[config.mk]
export PLATFORM = sky130hd
export DESIGN_NAME = alu_op_sequencer
export DESIGN_NICKNAME = d
export VERILOG_FILES = /design/src/rtl/alu_seq_pkg.sv /design/src/rtl/alu_ctl_decode.sv /design/src/rtl/alu_op_sequencer.sv
export SDC_FILE = /design/constraint.sdc
export NUM_CORES = 1
export LEC_CHECK = 0
export CAP_MARGIN = 30
export CORE_ASPECT_RATIO = 1.4
export CORE_MARGIN = 2
export CORE_UTILIZATION = 43
export CTS_BUF_LIST = sky130_fd_sc_hd__clkbuf_4 sky130_fd_sc_hd__clkbuf_8 sky130_fd_sc_hd__clkbuf_16
export DETAILED_ROUTE_END_ITERATION = 10
export GPL_TIMING_DRIVEN = 0
export PLACE_DENSITY_LB_ADDON = 0.1
export SLEW_MARGIN = 10
export SYNTH_ARGS = -nofsm -noshare
export SYNTH_HDL_FRONTEND = slang
export SYNTH_SLANG_ARGS = --single-unit
export TNS_END_PERCENT = 30
[constraint.sdc]
create_clock -name Clk -period 3.8 [get_ports Clk]
set_input_delay 0.57 -clock Clk [delete_from_list [all_inputs] [get_ports Clk]]
set_output_delay 0.57 -clock Clk [all_outputs]
set_load 0.02 [all_outputs]
[src/rtl/alu_seq_pkg.sv]
// Shared constants and types for the ALU op sequencer: ALU control codes,
// MIPS opcode/funct encodings, FSM state and operand-B source select.
package alu_seq_pkg;

  localparam logic [3:0] ALU_AND = 4'b0000;
  localparam logic [3:0] ALU_OR  = 4'b0001;
  localparam logic [3:0] ALU_ADD = 4'b0010;
  localparam logic [3:0] ALU_SUB = 4'b0110;
  localparam logic [3:0] ALU_SLT = 4'b0111;
  localparam logic [3:0] ALU_NOR = 4'b1100;

  localparam logic [5:0] OP_RTYPE = 6'h00;
  localparam logic [5:0] OP_BEQ   = 6'h04;
  localparam logic [5:0] OP_BNE   = 6'h05;
  localparam logic [5:0] OP_ADDI  = 6'h08;
  localparam logic [5:0] OP_SLTI  = 6'h0A;
  localparam logic [5:0] OP_ANDI  = 6'h0C;
  localparam logic [5:0] OP_ORI   = 6'h0D;
  localparam logic [5:0] OP_LW    = 6'h23;
  localparam logic [5:0] OP_SW    = 6'h2B;

  localparam logic [5:0] FN_ADD = 6'h20;
  localparam logic [5:0] FN_SUB = 6'h22;
  localparam logic [5:0] FN_AND = 6'h24;
  localparam logic [5:0] FN_OR  = 6'h25;
  localparam logic [5:0] FN_NOR = 6'h27;
  localparam logic [5:0] FN_SLT = 6'h2A;

  typedef enum logic [1:0] {
    IDLE  = 2'd0,
    ISSUE = 2'd1,
    RESP  = 2'd2
  } seq_state_e;

  typedef enum logic [1:0] {
    SEL_REG  = 2'd0,
    SEL_SIGN = 2'd1,
    SEL_ZERO = 2'd2
  } imm_sel_e;

endpackage

[src/rtl/alu_ctl_decode.sv]
// Combinational Opcode/Funct decode to ALU control and operand-B source.
// ILLEGAL_TRAP_EN: flag unsupported encodings; otherwise they decode as add.
module alu_ctl_decode
  import alu_seq_pkg::*;
(
  input  logic [5:0] i_opcode,
  input  logic [5:0] i_funct,
  output logic [3:0] o_alu_ctl,
  output imm_sel_e   o_imm_sel,
  output logic       o_is_beq,
  output logic       o_is_bne,
  output logic       o_illegal
);

`ifdef ILLEGAL_TRAP_EN
  localparam logic TRAP_EN = 1'b1;
`else
  localparam logic TRAP_EN = 1'b0;
`endif

  always_comb begin
    o_alu_ctl = ALU_ADD;
    o_imm_sel = SEL_REG;
    o_is_beq  = 1'b0;
    o_is_bne  = 1'b0;
    o_illegal = 1'b0;
    case (i_opcode)
      OP_RTYPE: begin
        case (i_funct)
          FN_ADD:  o_alu_ctl = ALU_ADD;
          FN_SUB:  o_alu_ctl = ALU_SUB;
          FN_AND:  o_alu_ctl = ALU_AND;
          FN_OR:   o_alu_ctl = ALU_OR;
          FN_NOR:  o_alu_ctl = ALU_NOR;
          FN_SLT:  o_alu_ctl = ALU_SLT;
          default: o_illegal = TRAP_EN;
        endcase
      end
      OP_LW, OP_SW, OP_ADDI: begin
        o_alu_ctl = ALU_ADD;
        o_imm_sel = SEL_SIGN;
      end
      OP_SLTI: begin
        o_alu_ctl = ALU_SLT;
        o_imm_sel = SEL_SIGN;
      end
      OP_ANDI: begin
        o_alu_ctl = ALU_AND;
        o_imm_sel = SEL_ZERO;
      end
      OP_ORI: begin
        o_alu_ctl = ALU_OR;
        o_imm_sel = SEL_ZERO;
      end
      OP_BEQ: begin
        o_alu_ctl = ALU_SUB;
        o_is_beq  = 1'b1;
      end
      OP_BNE: begin
        o_alu_ctl = ALU_SUB;
        o_is_bne  = 1'b1;
      end
      default: o_illegal = TRAP_EN;
    endcase
  end

endmodule

[src/rtl/alu_op_sequencer.sv]
// Issues one decoded instruction at a time to an external ALU, holds operands
// for SETTLE_CYCLES, then returns the sampled result. ILLEGAL_TRAP_EN enables traps.
module alu_op_sequencer
  import alu_seq_pkg::*;
#(
  parameter int WIDTH         = 32,
  parameter int SETTLE_CYCLES = 1
) (
  input  logic             Clk,
  input  logic             Rst_n,
  input  logic             Instr_Valid,
  output logic             Instr_Ready,
  input  logic [5:0]       Opcode,
  input  logic [5:0]       Funct,
  input  logic [WIDTH-1:0] Rs_Data,
  input  logic [WIDTH-1:0] Rt_Data,
  input  logic [15:0]      Imm,
  output logic [WIDTH-1:0] ALU_A,
  output logic [WIDTH-1:0] ALU_B,
  output logic [3:0]       ALU_Ctl,
  input  logic [WIDTH-1:0] ALU_Result,
  input  logic             ALU_Zero,
  output logic             Res_Valid,
  input  logic             Res_Ready,
  output logic [WIDTH-1:0] Result,
  output logic             Branch_Taken,
  output logic             Illegal
);

  localparam logic [3:0] LAST_CNT = 4'(SETTLE_CYCLES - 1);

  seq_state_e       r_state;
  logic [3:0]       r_cnt;
  logic             r_instr_ready;
  logic [WIDTH-1:0] r_alu_a;
  logic [WIDTH-1:0] r_alu_b;
  logic [3:0]       r_alu_ctl;
  logic             r_is_beq;
  logic             r_is_bne;
  logic             r_res_valid;
  logic [WIDTH-1:0] r_result;
  logic             r_branch;
  logic             r_illegal;

  logic [3:0]       w_alu_ctl;
  imm_sel_e         w_imm_sel;
  logic             w_is_beq;
  logic             w_is_bne;
  logic             w_illegal;
  logic [WIDTH-1:0] w_opnd_b;

  alu_ctl_decode u_decode (
    .i_opcode  (Opcode),
    .i_funct   (Funct),
    .o_alu_ctl (w_alu_ctl),
    .o_imm_sel (w_imm_sel),
    .o_is_beq  (w_is_beq),
    .o_is_bne  (w_is_bne),
    .o_illegal (w_illegal)
  );

  always_comb begin
    w_opnd_b = Rt_Data;
    case (w_imm_sel)
      SEL_SIGN: w_opnd_b = {{(WIDTH-16){Imm[15]}}, Imm};
      SEL_ZERO: w_opnd_b = {{(WIDTH-16){1'b0}}, Imm};
      default:  w_opnd_b = Rt_Data;
    endcase
  end

  // Trapped encodings go straight to RESP and leave the ALU operands untouched.
  always_ff @(posedge Clk or negedge Rst_n) begin
    if (!Rst_n) begin
      r_state       <= IDLE;
      r_cnt         <= 4'd0;
      r_instr_ready <= 1'b1;
      r_alu_a       <= '0;
      r_alu_b       <= '0;
      r_alu_ctl     <= ALU_AND;
      r_is_beq      <= 1'b0;
      r_is_bne      <= 1'b0;
      r_res_valid   <= 1'b0;
      r_result      <= '0;
      r_branch      <= 1'b0;
      r_illegal     <= 1'b0;
    end else begin
      case (r_state)
        IDLE: begin
          if (Instr_Valid && r_instr_ready) begin
            r_instr_ready <= 1'b0;
            if (w_illegal) begin
              r_state     <= RESP;
              r_res_valid <= 1'b1;
              r_result    <= '0;
              r_branch    <= 1'b0;
              r_illegal   <= 1'b1;
            end else begin
              r_state   <= ISSUE;
              r_cnt     <= 4'd0;
              r_alu_a   <= Rs_Data;
              r_alu_b   <= w_opnd_b;
              r_alu_ctl <= w_alu_ctl;
              r_is_beq  <= w_is_beq;
              r_is_bne  <= w_is_bne;
              r_illegal <= 1'b0;
            end
          end
        end
        ISSUE: begin
          if (r_cnt == LAST_CNT) begin
            r_state     <= RESP;
            r_res_valid <= 1'b1;
            r_result    <= ALU_Result;
            r_branch    <= (r_is_beq & ALU_Zero) | (r_is_bne & ~ALU_Zero);
          end else begin
            r_cnt <= r_cnt + 4'd1;
          end
        end
        RESP: begin
          if (Res_Ready) begin
            r_state       <= IDLE;
            r_res_valid   <= 1'b0;
            r_instr_ready <= 1'b1;
          end
        end
        default: begin
          r_state       <= IDLE;
          r_res_valid   <= 1'b0;
          r_instr_ready <= 1'b1;
        end
      endcase
    end
  end

  assign Instr_Ready  = r_instr_ready;
  assign ALU_A        = r_alu_a;
  assign ALU_B        = r_alu_b;
  assign ALU_Ctl      = r_alu_ctl;
  assign Res_Valid    = r_res_valid;
  assign Result       = r_result;
  assign Branch_Taken = r_branch;
  assign Illegal      = r_illegal;

endmodule

Fig. 1: run 1, placed cells, one colour a class
Fill, decap, tap and diode cells in grey.
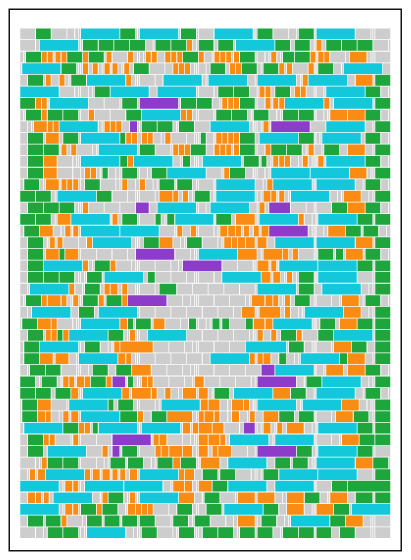
[cyan] registers | cells: 111
[orange] remaining logic cells | cells: 308
[green] remaining buffers and delay cells | cells: 257
[purple] clock drivers and dummy loads | cells: 16
post-route design area: 0.00742 mm^2
flip-flop and latch share of the layout cell area: 37.5%
Post-Route Utilization: 71.3%
row count: 44

Fig. 2: run 1, routed metal, one colour a layer
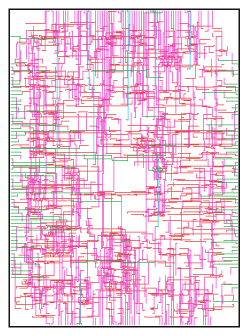
[cyan] M4 | wire length: 315 um
[green] M3 | wire length: 1030 um
[red] M1 | wire length: 4930 um
[magenta] M2 | wire length: 6430 um
final wirelength: 12.7 mm
DR vias: 4050

Fig. 3: run 1, ports around the boundary
Pins as bars across the die edge, other pins in grey.
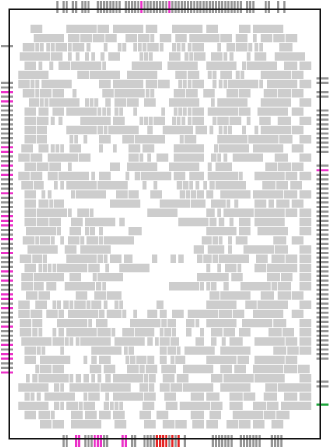
[green] `Rst_n` | pins: 1 | direction: input | edge: right
[red] `Opcode` | pins: 6 | direction: input | edge: bottom
[magenta] `ALU_B` | pins: 32 | direction: output | edge: 22 left, 7 bottom, 2 top, 1 right
all pins by edge: 65 left, 61 top, 60 right, 47 bottom
Die Wd: 91.6 um
die outline height: 127 um
input/output buffers: 231

## run 1: power by group
part           internal, mW  total (mW)  leakage, nW  switching (mW)
clock network         0.467       0.901        0.139           0.435
logic                  1.40        2.75         1.79            1.36
registers              1.75        2.07         1.33           0.311
total                  3.62        5.72         3.26            2.10
## run 1: how the worst max path moves through the flow
stage	cells after the start	start	to	slack [ns]
after floorplan	9	Opcode[0]	ALU_B[10]	1.40
after global placement	1	Rst_n	ALU_A[16]	-1.99
after global routing	10	Opcode[3]	ALU_B[4]	0.32
after detailed placement	10	Opcode[3]	ALU_B[6]	0.22
after CTS	10	Opcode[3]	ALU_B[6]	0.57
final	10	Opcode[3]	ALU_B[3]	0.55
## run 1: synth_stat cells (all sizes together) (2+ instances only)
cell type  instances
nor3               2
nand2            124
nor2b              3
ha                 4
a221oi            16
dfrtp            110
a21oi             23
nor2              58
a31oi              4
nor3b              5
mux2              32
nand3              2
inv                7
o21ai              7
or3b               2
nand2b             2
nand3b             2
buf               14
clkbuf            11
## run 1: cells by family after synthesis
logic type | synth area share (%)
fa+ha+maj | 1.08
compound gates | 8.40
mux | 8.02
buf+inv | 3.30
simple gates | 18.8
other cells | 0.0812
xor+xnor | 0.190
flops | 60.2
## run 1: cell type report
| type | instances | share of cell area, % |
|---|---|---|
| Buffer | 25 | 1.70 |
| Clock buffer | 10 | 3.22 |
| Clock inverter | 6 | 0.591 |
| Inverter | 7 | 0.354 |
| Multi-Input combinational cell | 301 | 22.8 |
| Sequential cell | 111 | 37.5 |
| Tap cell | 138 | 2.33 |
| Timing Repair Buffer | 232 | 31.6 |
## run 1: stage by stage
step	setup TNS, ns	setup WS, ns	hold slack [ns]
after floorplan	0	1.40	0.274
after global placement	-218.92	-1.99	0.457
after detailed placement	0	0.216	0.421
after CTS	0	0.573	0.0467
after global routing	0	0.321	0.0570
final	0	0.553	0.0525
## run 1: layout by cell type, fill, tap and decap left out, drive strengths merged, types with 2 or more instances in the layout
cell	count
a21oi	23
a221oi	16
a31oi	4
buf	16
clkbuf	21
clkdlybuf4s50	230
clkinv	3
dfrtp	110
ha	4
inv	9
mux2	32
nand2	124
nand2b	2
nand3	2
nand3b	2
nor2	58
nor2b	3
nor3	2
nor3b	5
o21ai	7
or3b	2
## run 1: routing by layer
metal  track usage [%]  up-vias  part of all wire (%)  wire length [um]
met2              38.6      176                    51              6430
met5                 0        -                     0                 0
met3              7.07       23                   8.1              1030
li1                  -     1959                     -                 -
met1              26.1     1892                    39              4930
met4              8.29        0                   2.5               314
## run 1: sequential cells by signal, indices dropped and copies added (netlist names)
| signal | cells |
|---|---|
| ALU_Ctl | 4 |
| r_is_beq | 1 |
| r_is_bne | 1 |
| ALU_A | 32 |
| Result | 32 |
| ALU_B | 32 |
| Res_Valid | 1 |
| r_cnt | 4 |
| r_state | 2 |
| Instr_Ready | 1 |
| Branch_Taken | 1 |
## run 1: worst register-to-register path, stage by stage, from the launching register on
cell and delay (ns):
dfrtp_1 0.42, inv_1 0.06, ha_1 0.19, nor3b_2 0.17, nand2_1 0.24, buf_2 0.30
mux2_2 0.36
==> flow_summary.ini, run 1 <==
; flow metrics
[pwr]
power.leakage_nw = 3.26
peakVddDrop_mv = 0.356
power.density_cell_area_mw_per_mm2 = 771

[synth]
synth.yosys.num_cells = 444
ys.flop_type = dfrtp_1
mappedNetlistNets = 577
synthesis.instances = 444
synth_area_leader_cell = dfrtp_1
postSynthRegisterBits = 111
synth-seq-area-share_pct = 60.2
syn_area_per_cell_um2 = 10.4

[finish]
design.final.nets = 820
area_growth_pct = 60.5

[floorplan]
initial_core_util_pct = 44.4

[critical_path]
crit_slowest_cell = clkdlybuf4s50_1
r2r_setup_slack_ns = 1.93
critical_path_cell_list = clkdlybuf4s50_1 > nor3b_1 > a31oi_1 > or3_1 > ha_1 > clkbuf_1 > nor2_1 > clkbuf_1 > a221oi_1 > nor2_1
cp_arrival_ns = 3.52
critical_path.max_stage_delay_ns = 0.61
cp_num_buf_inv = 3
timing.critical_path.required_ns = 4.07

[timing]
worst-slew-pin-transition_ns = 0.551
finClkSkew_ns = 0.00741

[clock_tree]
ctsResizeCount = 0
clock-root-buffer = clkbuf_16
cts_tree = built
clkTransAtPathRegs_ns = 0.07
post_cts.repair.setup_buffers = 0

[routing]
remaining_design_rule_violation_count = 0

[run_status]
run_status = finished clean

[placed_design]
dp.final_hpwl_mm = 9.62
==> run 1 -> run 2 <==
- PLACE_DENSITY_LB_ADDON: 0.1 -> 0.25
Fig. 4: run 2, routed metal, one colour a layer
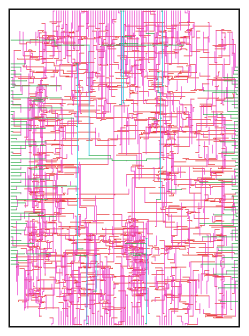
[green] M3 | wire length: 883 um
[red] M1 | wire length: 4670 um
[cyan] M4 | wire length: 350 um
[magenta] M2 | wire length: 6590 um
final wirelength: 12.5 mm
Avg WL per Cell: 15.1 um
DR vias: 4082
global-route usage over all layers: 21.8%

==> run 2 against run 1 <==
Effect of this change: maximum frequency increased by 5.4%; flip-flop count did not move; non-clock buffer count did not move; clock-buffer cell count increased by 1; largest cell class unchanged; highest routed layer unchanged.
==> flow_summary.ini, run 2 <==
; flow metrics
[synth]
synthesis.instances = 444
synth_warnings = 0
mappedNetlistNets = 577
ys.flop_type = dfrtp_1
netlist_top_cells_count = nand2_1 (124), dfrtp_1 (110), nor2_1 (58)
synth.yosys.num_cells = 444
syn_area_per_cell_um2 = 10.4
postSynthRegisterBits = 111
synth-seq-area-share_pct = 60.2
synth_area_leader_cell = dfrtp_1
synthMostInstantiatedCell = nand2_1

[timing]
unrepaired_setup_endpoints_after_global_routing = no
setup-tns-final_ns = 0
min_period_over_period_pct = 81.0
finClkSkew_ns = 0.00582
maxSlewViolCount = 0

[run]
max-cap-violations = 0

[clock_tree]
cts_tree = built
ctsResizeCount = 0
post_cts.repair.setup_buffers = 0
clkTransAtPathRegs_ns = 0.07
clock-root-buffer = clkbuf_16

[critical_path]
critPathCaptureType = register
timing.critical_path.required_ns = 4.07
cp_arrival_ns = 3.35
crit_fanout = 10

[placed_design]
dp.final_hpwl_mm = 9.80
buffer_ports.inserted = 231

[finish]
mostFrequentLayoutCell = clkdlybuf4s50_1
final-comb-area_mm2 = 0.00169
design.final.nets = 820
area_growth_pct = 60.4
most-common-layout-cells = clkdlybuf4s50_1 (230), nand2_1 (124), dfrtp_1 (110)

[floorplan]
fp.dieW_um = 91.6
initial_core_util_pct = 44.4
total_die_area_mm2 = 0.0116
std_cell_rows = 44
floorplan.die.height_um = 127

[pwr]
power.density_cell_area_mw_per_mm2 = 769
power.leakage_nw = 3.26
peakVddDrop_mv = 0.408

[routing]
remaining_design_rule_violation_count = 0

[run_status]
run_status = finished clean
run 2: metrics by stage:
| stage | instance area [um^2] | worst slack, ns | hold WS, ns | std cells | utilization [%] |
|---|---|---|---|---|---|
| detailed placement | 7130 | 0.395 | 0.461 | 814 | 68.6 |
| finish | 7410 | 0.721 | 0.118 | 830 | 71.2 |
| global placement | 7100 | -1.95 | 0.458 | 813 | 68.3 |
| floorplan | 4620 | 1.40 | 0.274 | 444 | - |
| global route | 7410 | 0.522 | 0.144 | 830 | 71.2 |
| CTS | 7410 | 0.750 | 0.128 | 830 | 71.2 |
run 2: cells by family after synthesis:
family,share of synthesized area (%)
buf+inv,3.30
simple gates,18.8
mux,8.02
other cells,0.0812
xor+xnor,0.190
compound gates,8.40
flops,60.2
fa+ha+maj,1.08
run 2: area by class of cell:
| type | instances | area share, % |
|---|---|---|
| Sequential cell | 111 | 37.5 |
| Timing Repair Buffer | 232 | 31.6 |
| Multi-Input combinational cell | 301 | 22.8 |
| Clock buffer | 11 | 3.33 |
| Tap cell | 138 | 2.33 |
| Buffer | 25 | 1.71 |
| Clock inverter | 5 | 0.422 |
| Inverter | 7 | 0.355 |
run 2: per-layer routing:
metal / up-vias / part of all wire [%] / track usage (%)
li1: 1962 / - / -
met1: 1918 / 37 / 24.6
met2: 179 / 53 / 39.4
met3: 23 / 7.1 / 4.51
met4: 0 / 2.8 / 9.71
met5: - / 0 / 0
run 2: power by group:
part / leakage, nW / switching, mW / internal, mW
Sequential: 1.33 / 0.314 / 1.76
Combinational: 1.79 / 1.35 / 1.40
Clock: 0.139 / 0.409 / 0.469
run 2: final timing paths:
check | from | to | slack [ns] | depth (start not counted)
max | Opcode[3] | ALU_B[9] | 0.72 | 10
min | Rst_n | Result[11] | 0.12 | 1
max reg2reg | r_cnt[0] | Result[13] | 1.90 | 6
min reg2reg | ALU_A[8] | ALU_A[8] | 0.47 | 2
max in group asynchronous | Rst_n | Instr_Ready | 3.00 | 2
min in group Clk | ALU_A[8] | ALU_A[8] | 0.47 | 2
run 2: critical path, cell delays in order:
cell and delay, ns:
clkdlybuf4s50_1 0.61, nor3b_1 0.21, a31oi_1 0.06, or3_1 0.38, ha_1 0.30, clkbuf_1 0.16
nor2_1 0.40, clkbuf_1 0.38, a221oi_1 0.15, nor2_1 0.12
Power and IR drop assume default switching activity.
